--- config.mk ---
export PLATFORM = sky130hd
export DESIGN_NAME = if_stage
export DESIGN_NICKNAME = d
export VERILOG_FILES = /design/src/rtl/if_stage_pkg.sv /design/src/rtl/if_stage_pc_reg.sv /design/src/rtl/if_stage.sv
export SDC_FILE = /design/constraint.sdc
export NUM_CORES = 1
export LEC_CHECK = 0
export ABC_AREA = 1
export CAP_MARGIN = 10
export CORE_ASPECT_RATIO = 1.5
export CORE_MARGIN = 4
export CORE_UTILIZATION = 41
export DETAILED_ROUTE_END_ITERATION = 8
export PLACE_DENSITY = 0.76
export SLEW_MARGIN = 0
export SYNTH_ARGS = -nofsm -noshare
export SYNTH_HDL_FRONTEND = slang
export SYNTH_SLANG_ARGS = --single-unit
--- constraint.sdc ---
create_clock -name i_clk -period 1.5 [get_ports i_clk]
set_input_delay 0.15 -clock i_clk [delete_from_list [all_inputs] [get_ports i_clk]]
set_output_delay 0.15 -clock i_clk [all_outputs]
set_load 0.1 [all_outputs]
--- src/rtl/if_stage_pkg.sv ---
// ----------------------------------------------------------------------------
// if_stage_pkg
// Shared definitions for the instruction-fetch stage.
//   NOP_INSTR  : bubble instruction (sll $0,$0,0) inserted on squash
//   WORD_BYTES : instruction size in bytes, the sequential PC step
//   if_id_t    : IF/ID pipeline register bundle {instr, pc4, valid}
// ----------------------------------------------------------------------------
package if_stage_pkg;

    localparam int          WORD_BYTES = 4;
    localparam logic [31:0] NOP_INSTR  = 32'h0000_0000;

    typedef struct packed {
        logic [31:0] instr;
        logic [31:0] pc4;
        logic        valid;
    } if_id_t;

endpackage

--- src/rtl/if_stage_pc_reg.sv ---
// ----------------------------------------------------------------------------
// if_stage_pc_reg
// Program counter register with its next-PC selection.
// Ports:
//   i_clk         : clock, rising edge
//   i_rst_n       : asynchronous active-low reset, loads RESET_PC
//   i_stall       : hold the PC
//   i_redirect    : load the (aligned) redirect target; beats i_stall
//   i_redirect_pc : branch/jump target byte address
//   o_pc          : current fetch PC, always word aligned
//   o_pc_plus4    : o_pc + 4, also used for the IF/ID pc4 field
// ----------------------------------------------------------------------------
module if_stage_pc_reg
    import if_stage_pkg::*;
#(
    parameter logic [31:0] RESET_PC = 32'h0000_0000
) (
    input  logic        i_clk,
    input  logic        i_rst_n,
    input  logic        i_stall,
    input  logic        i_redirect,
    input  logic [31:0] i_redirect_pc,
    output logic [31:0] o_pc,
    output logic [31:0] o_pc_plus4
);

    // Low two bits are cleared so the PC can never become misaligned,
    // whatever target or reset value is supplied.
    localparam logic [31:0] ALIGN_MASK   = ~32'h0000_0003;
    localparam logic [31:0] RESET_PC_AL  = RESET_PC & ALIGN_MASK;

    logic [31:0] r_pc;
    logic [31:0] w_next_pc;
    logic [31:0] w_target;

    assign w_target   = i_redirect_pc & ALIGN_MASK;
    assign o_pc_plus4 = r_pc + 32'(WORD_BYTES);
    assign o_pc       = r_pc;

    // Redirect wins over stall; otherwise step sequentially (wraps mod 2^32).
    always_comb begin
        w_next_pc = o_pc_plus4;
        if (i_redirect) begin
            w_next_pc = w_target;
        end else if (i_stall) begin
            w_next_pc = r_pc;
        end
    end

    always_ff @(posedge i_clk or negedge i_rst_n) begin
        if (!i_rst_n) begin
            r_pc <= RESET_PC_AL;
        end else begin
            r_pc <= w_next_pc;
        end
    end

endmodule

--- src/rtl/if_stage.sv ---
// ----------------------------------------------------------------------------
// if_stage
// Instruction-fetch stage: PC, instruction-memory address, IF/ID register
// and a count of instructions accepted into IF/ID.
// Ports:
//   i_clk, i_rst_n  : clock (rising edge), asynchronous active-low reset
//   i_stall         : hold PC and IF/ID
//   i_flush         : squash the instruction being latched into IF/ID
//   i_redirect      : taken branch/jump; also squashes the IF/ID load
//   i_redirect_pc   : target byte address (aligned down to a word)
//   o_imem_addr     : byte address to instruction memory (combinational read)
//   i_imem_instr    : instruction returned by memory in the same cycle
//   o_pc            : current fetch PC
//   o_if_id_instr   : registered instruction for decode
//   o_if_id_pc4     : registered PC+4 of that instruction
//   o_if_id_valid   : 1 = real instruction, 0 = bubble
//   o_fetch_count   : instructions accepted into IF/ID (mod 2^16)
// ----------------------------------------------------------------------------
module if_stage
    import if_stage_pkg::*;
#(
    parameter logic [31:0] RESET_PC  = 32'h0000_0000,
    parameter int          IMEM_AW   = 7,
    parameter logic [31:0] NOP_INSTR = if_stage_pkg::NOP_INSTR
) (
    input  logic               i_clk,
    input  logic               i_rst_n,
    input  logic               i_stall,
    input  logic               i_flush,
    input  logic               i_redirect,
    input  logic [31:0]        i_redirect_pc,
    output logic [IMEM_AW-1:0] o_imem_addr,
    input  logic [31:0]        i_imem_instr,
    output logic [31:0]        o_pc,
    output logic [31:0]        o_if_id_instr,
    output logic [31:0]        o_if_id_pc4,
    output logic               o_if_id_valid,
    output logic [15:0]        o_fetch_count
);

    logic [31:0] w_pc;
    logic [31:0] w_pc_plus4;
    logic        w_squash;
    logic        w_load;
    if_id_t      r_if_id;
    logic [15:0] r_fetch_count;

    if_stage_pc_reg #(
        .RESET_PC (RESET_PC)
    ) u_pc_reg (
        .i_clk         (i_clk),
        .i_rst_n       (i_rst_n),
        .i_stall       (i_stall),
        .i_redirect    (i_redirect),
        .i_redirect_pc (i_redirect_pc),
        .o_pc          (w_pc),
        .o_pc_plus4    (w_pc_plus4)
    );

    // Addresses beyond the memory simply alias through truncation.
    assign o_imem_addr = w_pc[IMEM_AW-1:0];
    assign o_pc        = w_pc;

    // A redirect means the instruction now being fetched is on the wrong
    // path, so it is squashed exactly like an explicit flush. Squash beats
    // stall so a stalled-and-flushed slot still becomes a bubble.
    assign w_squash = i_flush | i_redirect;
    assign w_load   = ~w_squash & ~i_stall;

    // The pc4 field is deliberately left untouched on a squash.
    always_ff @(posedge i_clk or negedge i_rst_n) begin
        if (!i_rst_n) begin
            r_if_id.instr <= NOP_INSTR;
            r_if_id.pc4   <= 32'h0000_0000;
            r_if_id.valid <= 1'b0;
        end else if (w_squash) begin
            r_if_id.instr <= NOP_INSTR;
            r_if_id.valid <= 1'b0;
        end else if (w_load) begin
            r_if_id.instr <= i_imem_instr;
            r_if_id.pc4   <= w_pc_plus4;
            r_if_id.valid <= 1'b1;
        end
    end

    always_ff @(posedge i_clk or negedge i_rst_n) begin
        if (!i_rst_n) begin
            r_fetch_count <= 16'h0000;
        end else if (w_load) begin
            r_fetch_count <= r_fetch_count + 16'h0001;
        end
    end

    assign o_if_id_instr = r_if_id.instr;
    assign o_if_id_pc4   = r_if_id.pc4;
    assign o_if_id_valid = r_if_id.valid;
    assign o_fetch_count = r_fetch_count;

endmodule

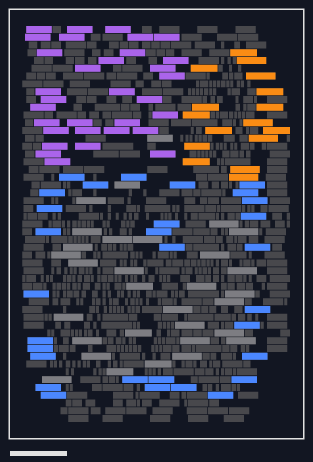
(images/ff_map.png)
Bar = 20 um. Other sequential cells in the stronger grey, the rest of the logic in the fainter grey.
| colour | name in the netlist | flops |
|---|---|---|
| blue | o_if_id_pc4 | 30 |
| purple | o_if_id_instr | 32 |
| orange | o_fetch_count | 16 |
not coloured: 31

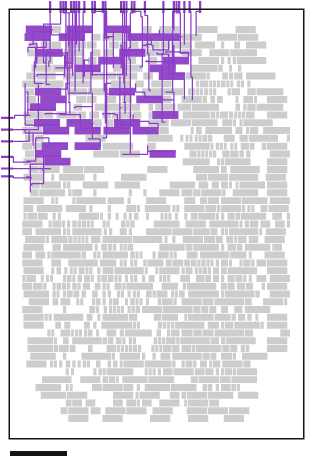
(images/port_trees.png)
Bar = 20 um.
| colour | port | direction | edge | end cells | buffers | wire |
|---|---|---|---|---|---|---|
| purple | o_if_id_instr | output | 26 top, 6 left | 32 | 32 | 1390 um |

==> results.sh <==
# yosys + openroad results
export IMPL_hold_path_end="u_pc_reg.o_pc[4]$_DFFE_PN0N_"
export IMPL_setup_viol=8
export IMPL_synth_area_mm2=0.00548
export IMPL_worst_slew_pin_slew_ps=611
export IMPL_cp_data_required_time_ps=1740
export IMPL_start_kind="flop"
export IMPL_area_growth_pct=75.1
export IMPL_num_vias=5193
export IMPL_top_cell_area_share_pct=49.8
export IMPL_drive_gt1_share_pct=34.8
export IMPL_top_area_cell="dfrtp_1"
export IMPL_seq_area_frac_synth_pct=49.8
export IMPL_peakVddDrop_v=0.000944
export IMPL_lay_top_count="nand2_1"
export IMPL_p_per_area_mw_per_mm2=1270
export IMPL_p_int_mw=6.99
export IMPL_status="complete, but fails checks"
export IMPL_nNetsFinal=925
export IMPL_warning_count=33
export IMPL_pg_clk_mw=2.83
export IMPL_dr_pass1_iters=5
export IMPL_relSlewSlack_pct=59.2
export IMPL_setup_slack_ps=-31.3
export IMPL_cts_resized_gates=5
export IMPL_cap_violations=0
export IMPL_numClockSinks=109
export IMPL_hold_class="primary input to flop"
export IMPL_violations="negative setup slack"
export IMPL_grt_max_degree=110
-- synth_stat cells --
library cell and instances:
o211ai_1 5, o221ai_1 1, nand2_2 4, a21oi_1 1
xnor2_1 4, o21ai_0 26, nor2_1 37, nand4_1 5
xor2_2 4, conb_1 1, o21ai_1 2, nand2_4 3
xor2_1 18, nand2_1 229, a22o_1 41, clkbuf_1 8
nor3_1 5, inv_1 62, nand3_1 35, nor2_4 10
nor3_2 1, inv_2 3, nor2_2 3, o21bai_1 3
dfrtp_1 109, nor2_8 2, ha_1 2, buf_4 11
buf_2 13
-- flip-flops by register name (all words and copies together), names as in the netlist --
register	count
o_if_id_instr	32
o_if_id_pc4	30
u_pc_reg.o_pc	30
o_fetch_count	16
o_if_id_valid	1
-- logic make-up (layout without fill, tap and decap cells) --
| kind of cell | Yosys count | in the layout | synth area share [%] |
|---|---|---|---|
| compound gates | 79 | 79 | 10.5 |
| xor+xnor | 26 | 26 | 4.70 |
| other cells | 1 | 6 | 0.0684 |
| fa+ha+maj | 2 | 2 | 0.457 |
| flops | 109 | 109 | 49.8 |
| buf+inv | 97 | 303 | 7.70 |
| simple gates | 334 | 334 | 26.8 |
-- metal layers --
metal	GRT usage, %	vias up	wire length [um]
met5	0	-	0
met1	27.8	2514	6540
met3	3.08	40	850
met4	10.0	0	573
met2	41.8	187	9610
li1	-	2452	-
-- cell type report --
class	instances	area (um2)
well taps	159	199
fillers	921	3420
clock inverters	6	118
multi-input cells	447	2570
flip-flops and latches	109	2860
repair buffers	222	3360
clock buffers	10	239
inverters	65	244
-- metrics by stage --
step                      setup TNS (ps)  setup slack, ps  cell area, um2
after global placement             -2960            -68.9            9040
after CTS                          -28.4            -12.2            9440
after global routing               -2720             -131            9600
final                              -95.7            -31.3            9600
after detailed placement           -4970             -118            9040
after floorplan                    -2510             -187            5710
